**Clock wiring as the flow saved it**

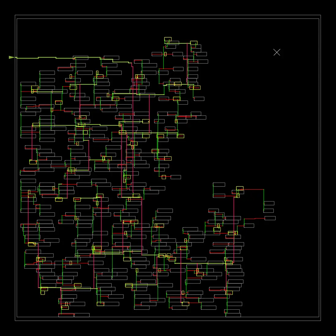
**Signal wires by layer**

Scale: 2 px per um. Only two layers are drawn.
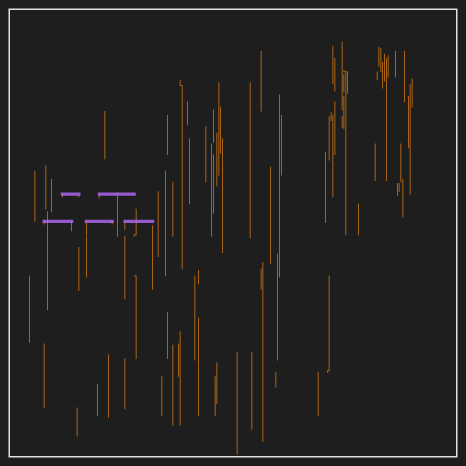
**Nets reached from selected ports**

Scale: 1.5 px per um.
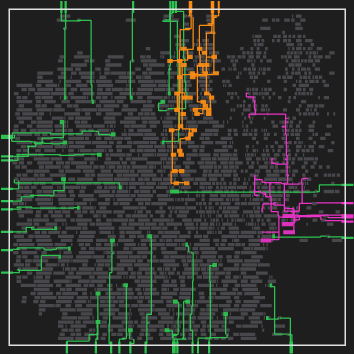
**Zoomed window**

Region (157, 157) to (177, 177) um. Cells in grey, sequential cells in the stronger grey; small squares are vias.
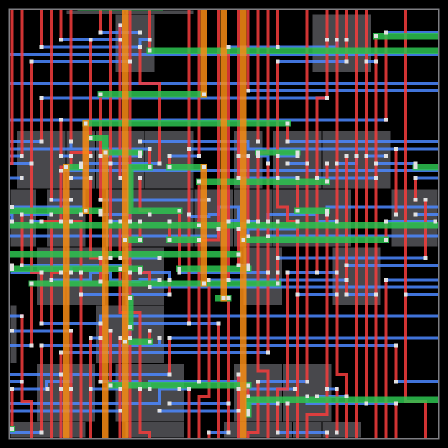
**Signal wires on met2**

Scale: 1.5 px per um. Cells faint in the background.
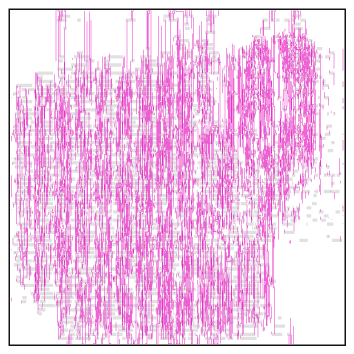
--- src/rtl/rv_pkg.sv ---
// Shared integer register-file definitions for the writeback path.
package rv_pkg;
   localparam int REG_ADDR_W = 5;
   localparam int NUM_REGS   = 32;
   localparam int XLEN       = 32;

   typedef struct packed {
      logic [REG_ADDR_W-1:0] rd;
      logic [XLEN-1:0]       data;
   } wb_entry_t;
endpackage

--- src/rtl/wbq_mask_decode.sv ---
// Turns the occupied queue entries into a per-register pending-write mask.
module wbq_mask_decode
   import rv_pkg::*;
#(
   parameter int DEPTH = 8
) (
   input  logic [DEPTH-1:0]                 occupied,
   input  logic [DEPTH-1:0][REG_ADDR_W-1:0] rds,
   output logic [NUM_REGS-1:0]              mask
);

   always_comb begin
      mask = '0;
      for (int i = 0; i < DEPTH; i++) begin
         if (occupied[i]) mask[rds[i]] = 1'b1;
      end
      // x0 is never written, so it can never be a hazard
      mask[0] = 1'b0;
   end

endmodule

--- src/rtl/writeback_queue.sv ---
// In-order writeback buffer feeding the two register-file write ports,
// draining up to two entries per cycle from the head.
module writeback_queue
   import rv_pkg::*;
#(
   parameter int DEPTH = 8,
   parameter int XLEN  = 32
) (
   input  logic                          clk,
   input  logic                          rst,
   input  logic                          in0_valid,
   input  logic [4:0]                    in0_rd,
   input  logic [XLEN-1:0]               in0_data,
   input  logic                          in1_valid,
   input  logic [4:0]                    in1_rd,
   input  logic [XLEN-1:0]               in1_data,
   output logic                          in_ready,
   input  logic                          wb_stall,
   output logic                          write1,
   output logic [4:0]                    rd1,
   output logic [XLEN-1:0]               write1_data,
   output logic                          write2,
   output logic [4:0]                    rd2,
   output logic [XLEN-1:0]               write2_data,
   output logic [31:0]                   pending_mask,
   output logic [$clog2(DEPTH):0]        count
);

   localparam int PW = $clog2(DEPTH);

   logic [PW-1:0]                       head, tail, head1, tail1;
   logic [PW:0]                         cnt, npush, npop;
   logic [DEPTH-1:0][REG_ADDR_W-1:0]    rd_mem;
   logic [XLEN-1:0]                     data_mem [DEPTH];
   logic [DEPTH-1:0]                    occupied;
   logic                                push0, push1, pop1, pop2, en1, en2;
   logic [REG_ADDR_W-1:0]               rd_h0, rd_h1;

   assign count    = cnt;
   assign in_ready = (cnt <= (PW+1)'(DEPTH-2));
   assign push0    = in_ready & in0_valid;
   assign push1    = in_ready & in1_valid;
   assign npush    = (PW+1)'(push0) + (PW+1)'(push1);
   assign head1    = head + PW'(1);
   assign tail1    = tail + PW'(1);

   always_comb begin
      npop = '0;
      if (!wb_stall) begin
         if (cnt >= (PW+1)'(2))      npop = (PW+1)'(2);
         else if (cnt == (PW+1)'(1)) npop = (PW+1)'(1);
      end
   end

   assign pop1  = (npop != '0);
   assign pop2  = (npop == (PW+1)'(2));
   assign rd_h0 = rd_mem[head];
   assign rd_h1 = rd_mem[head1];

   // When both slots hit the same register only the younger write survives
   assign en2 = pop2 && (rd_h1 != '0);
   assign en1 = pop1 && (rd_h0 != '0) && !(en2 && (rd_h0 == rd_h1));

   assign write1      = en1;
   assign rd1         = en1 ? rd_h0 : '0;
   assign write1_data = en1 ? data_mem[head] : '0;
   assign write2      = en2;
   assign rd2         = en2 ? rd_h1 : '0;
   assign write2_data = en2 ? data_mem[head1] : '0;

   always_ff @(posedge clk) begin
      if (rst) begin
         head <= '0;
         tail <= '0;
         cnt  <= '0;
      end else begin
         head <= head + npop[PW-1:0];
         tail <= tail + npush[PW-1:0];
         cnt  <= cnt + npush - npop;
      end
   end

   // A lone in1 takes the tail slot; otherwise it lands behind in0
   always_ff @(posedge clk) begin
      if (push0) begin
         rd_mem[tail]   <= in0_rd;
         data_mem[tail] <= in0_data;
      end
      if (push1) begin
         rd_mem[push0 ? tail1 : tail]   <= in1_rd;
         data_mem[push0 ? tail1 : tail] <= in1_data;
      end
   end

   always_comb begin
      for (int i = 0; i < DEPTH; i++) begin
         occupied[i] = ({1'b0, PW'(i) - head} < cnt);
      end
   end

   wbq_mask_decode #(.DEPTH(DEPTH)) u_mask (
      .occupied (occupied),
      .rds      (rd_mem),
      .mask     (pending_mask)
   );

endmodule
--- config.mk ---
export PLATFORM = sky130hd
export DESIGN_NAME = writeback_queue
export DESIGN_NICKNAME = d
export VERILOG_FILES = /design/src/rtl/rv_pkg.sv /design/src/rtl/wbq_mask_decode.sv /design/src/rtl/writeback_queue.sv
export SDC_FILE = /design/constraint.sdc
export NUM_CORES = 1
export LEC_CHECK = 0
export CAP_MARGIN = 30
export CORE_UTILIZATION = 42
export CTS_BUF_LIST = sky130_fd_sc_hd__clkbuf_8
export CTS_CLUSTER_SIZE = 10
export DETAILED_ROUTE_END_ITERATION = 10
export PLACE_DENSITY = 0.7
export SETUP_SLACK_MARGIN = 0.4
export SLEW_MARGIN = 15
export SYNTH_ARGS = -nofsm -noshare
export SYNTH_HDL_FRONTEND = slang
export SYNTH_SLANG_ARGS = --single-unit
--- constraint.sdc ---
create_clock -name clk -period 4.6 [get_ports clk]
set_input_delay 0.92 -clock clk [delete_from_list [all_inputs] [get_ports clk]]
set_output_delay 0.92 -clock clk [all_outputs]
set_load 0.03 [all_outputs]
==> Changelog: implementation <==
### Changed

- Std-Cell Rows: 80
- Mapped Avg Cell Area: 12.2 um2
- Status: finished, violations left
- Comb pwr share: 0.615
- Inverters: 42
- Global-route wire length before repair: 106,000 um
- Hold endpoint: rd_mem[5]$_DFF_P_
- Comb area share: 0.459
- Yosys cell count: 1,680
- Fin cells: 2,576
- Final hold violation count: 0
- Initial antenna violation count: 7
- RSZ-0062 raised after global routing: yes
- VDD IR max: 0.445 mV
- Yosys stat area: 20,500 um2
- Violated checks: DRC
- CTS H-tree lvls: 2
- Mux share: 0.331
- Worst path slowest cell: dfxtp_1
- Crit path to: write1_data[3]
- Reg2reg setup slack: 1.09 ns
- Global routing usage on met1: 0.374
- WHS Path Cells: 2
- Cell with the most instances after synthesis: mux2_2
- Ao+oa area frac: 0.0826
- Vias/cell: 6.44
- CTS Buf Count: 51
- Die X: 223 um
- Total negative setup slack: 0 ns
- Crit path DRT: 3.68 ns
- Cell area leaders: edfxtp_1 37%, mux4_2 15%, mux2_2 14%
- DR DRC count: 2
- DR WL/cell: 28.1 um
- Proportion of layout cells with a drive suffix above 1: 0.438
- Post-synth regs: 306
- Post-synth ARST share: 0
- Yosys warnings: 0
- Critical Setup Path Class: flop to output pin
- Clk pin slew, worst setup/hold paths: 0.06 ns
- Non-clk buf share: 0.133
- Nets: 2,026
- Critical path's top delay family: multiplexers
- Final Cycle Share: 0.936
- Final Critical Period: 4.31 ns
- Post-DP HPWL: 46,800 um
- Clock share of power: 0.126
## Picture notes: 'clock wiring as the flow saved it'
Late-Pin Clk Latency: 0.61 ns
Max Clock Skew: 0.0151 ns

## Picture notes: 'signal wires by layer'
| colour | layer | wire length |
|---|---|---|
| orange | met4 | 2,580 um |
| purple | met5 | 66.2 um |

## Picture notes: 'nets reached from selected ports'
| colour | port | direction | edge | end cells | buffers | wire |
|---|---|---|---|---|---|---|
| magenta | count | output | east | 4 | 5 | 496 um |
| orange | in0_rd | input | north | 40 | 5 | 615 um |
| green | write2_data | output | 14 south, 10 west, 6 north, 2 east | 32 | 32 | 1,810 um |

## Picture notes: 'zoomed window'
| colour | layer |
|---|---|
| green | met3 |
| blue | met1 |
| red | met2 |
| orange | met4 |
cells with their middle in the window: 26
most frequent: or3_1 (5), nand3_1 (4)
sequential cells in the window: 0

## Picture notes: 'signal wires on met2'
longest straight run: 75.5 um
nets with wire on the layer: 1,778
main direction: vertical
vias: 16,600
Routed WL: 72,500 um
GR Util met2: 0.462

## power by group through the flow
stage / Clock [mW] / Combinational, mW / Sequential, mW
6_report: 2.19 / 10.7 / 4.51
5_1_grt: 2.32 / 11.2 / 4.56
4_1_cts: 2.22 / 9.79 / 4.46
3_5_place_dp: 0 / 9.11 / 4.51
3_3_place_gp: 0 / 9.07 / 4.46
2_1_floorplan: 0 / 5.97 / 4.05
## cell usage in the layout (no fill, tap or decap), types with 54 or more instances in the layout
cell / netlist / routed
nor2_1: 72 / 72
nand2_1: 173 / 165
edfxtp_1: 256 / 256
o22ai_1: 70 / 63
clkbuf_8: 0 / 54
mux4_2: 140 / 141
mux2i_1: 60 / 56
buf_4: 2 / 138
inv_1: 37 / 58
clkdlybuf4s50_1: 0 / 83
mux2_2: 260 / 259
## metal layers
| layer | routed length (um) | vias to the layer above |
|---|---|---|
| li1 | - | 7084 |
| met1 | 28300 | 8256 |
| met5 | 66 | - |
| met3 | 7260 | 204 |
| met4 | 2580 | 10 |
| met2 | 34300 | 1029 |
## sequential cells by signal (all words and copies together), names as in the netlist
signal / cells
tail: 3
count: 4
data_mem: 256
head: 3
rd_mem: 40
## cells by family after synthesis
family,after synthesis
xor+xnor,13
flops,306
buf+inv,181
mux,464
fa+ha+maj,28
other cells,1
compound gates,270
simple gates,417
## through the flow
step                      power [mW]  worst slack, ns  cell area, um2   util  hold WS [ns]
after global routing            18.1            0.199           25900  0.541         0.654
after floorplan                 10.0            0.404           20700      -         0.555
final                           17.4            0.295           25900  0.541         0.618
after global placement          13.5            0.408           23700  0.493         0.579
after detailed placement        13.6            0.359           23700  0.493         0.610
after CTS                       16.5            0.291           25200  0.526         0.617
## tightest hold or removal path, stage by stage (launching register included)
cell	delay, ns
dfxtp_1	0.34
mux2i_1	0.15
a21oi_1	0.08
Power figures rest on the tool's default switching activity, not on a simulated workload.
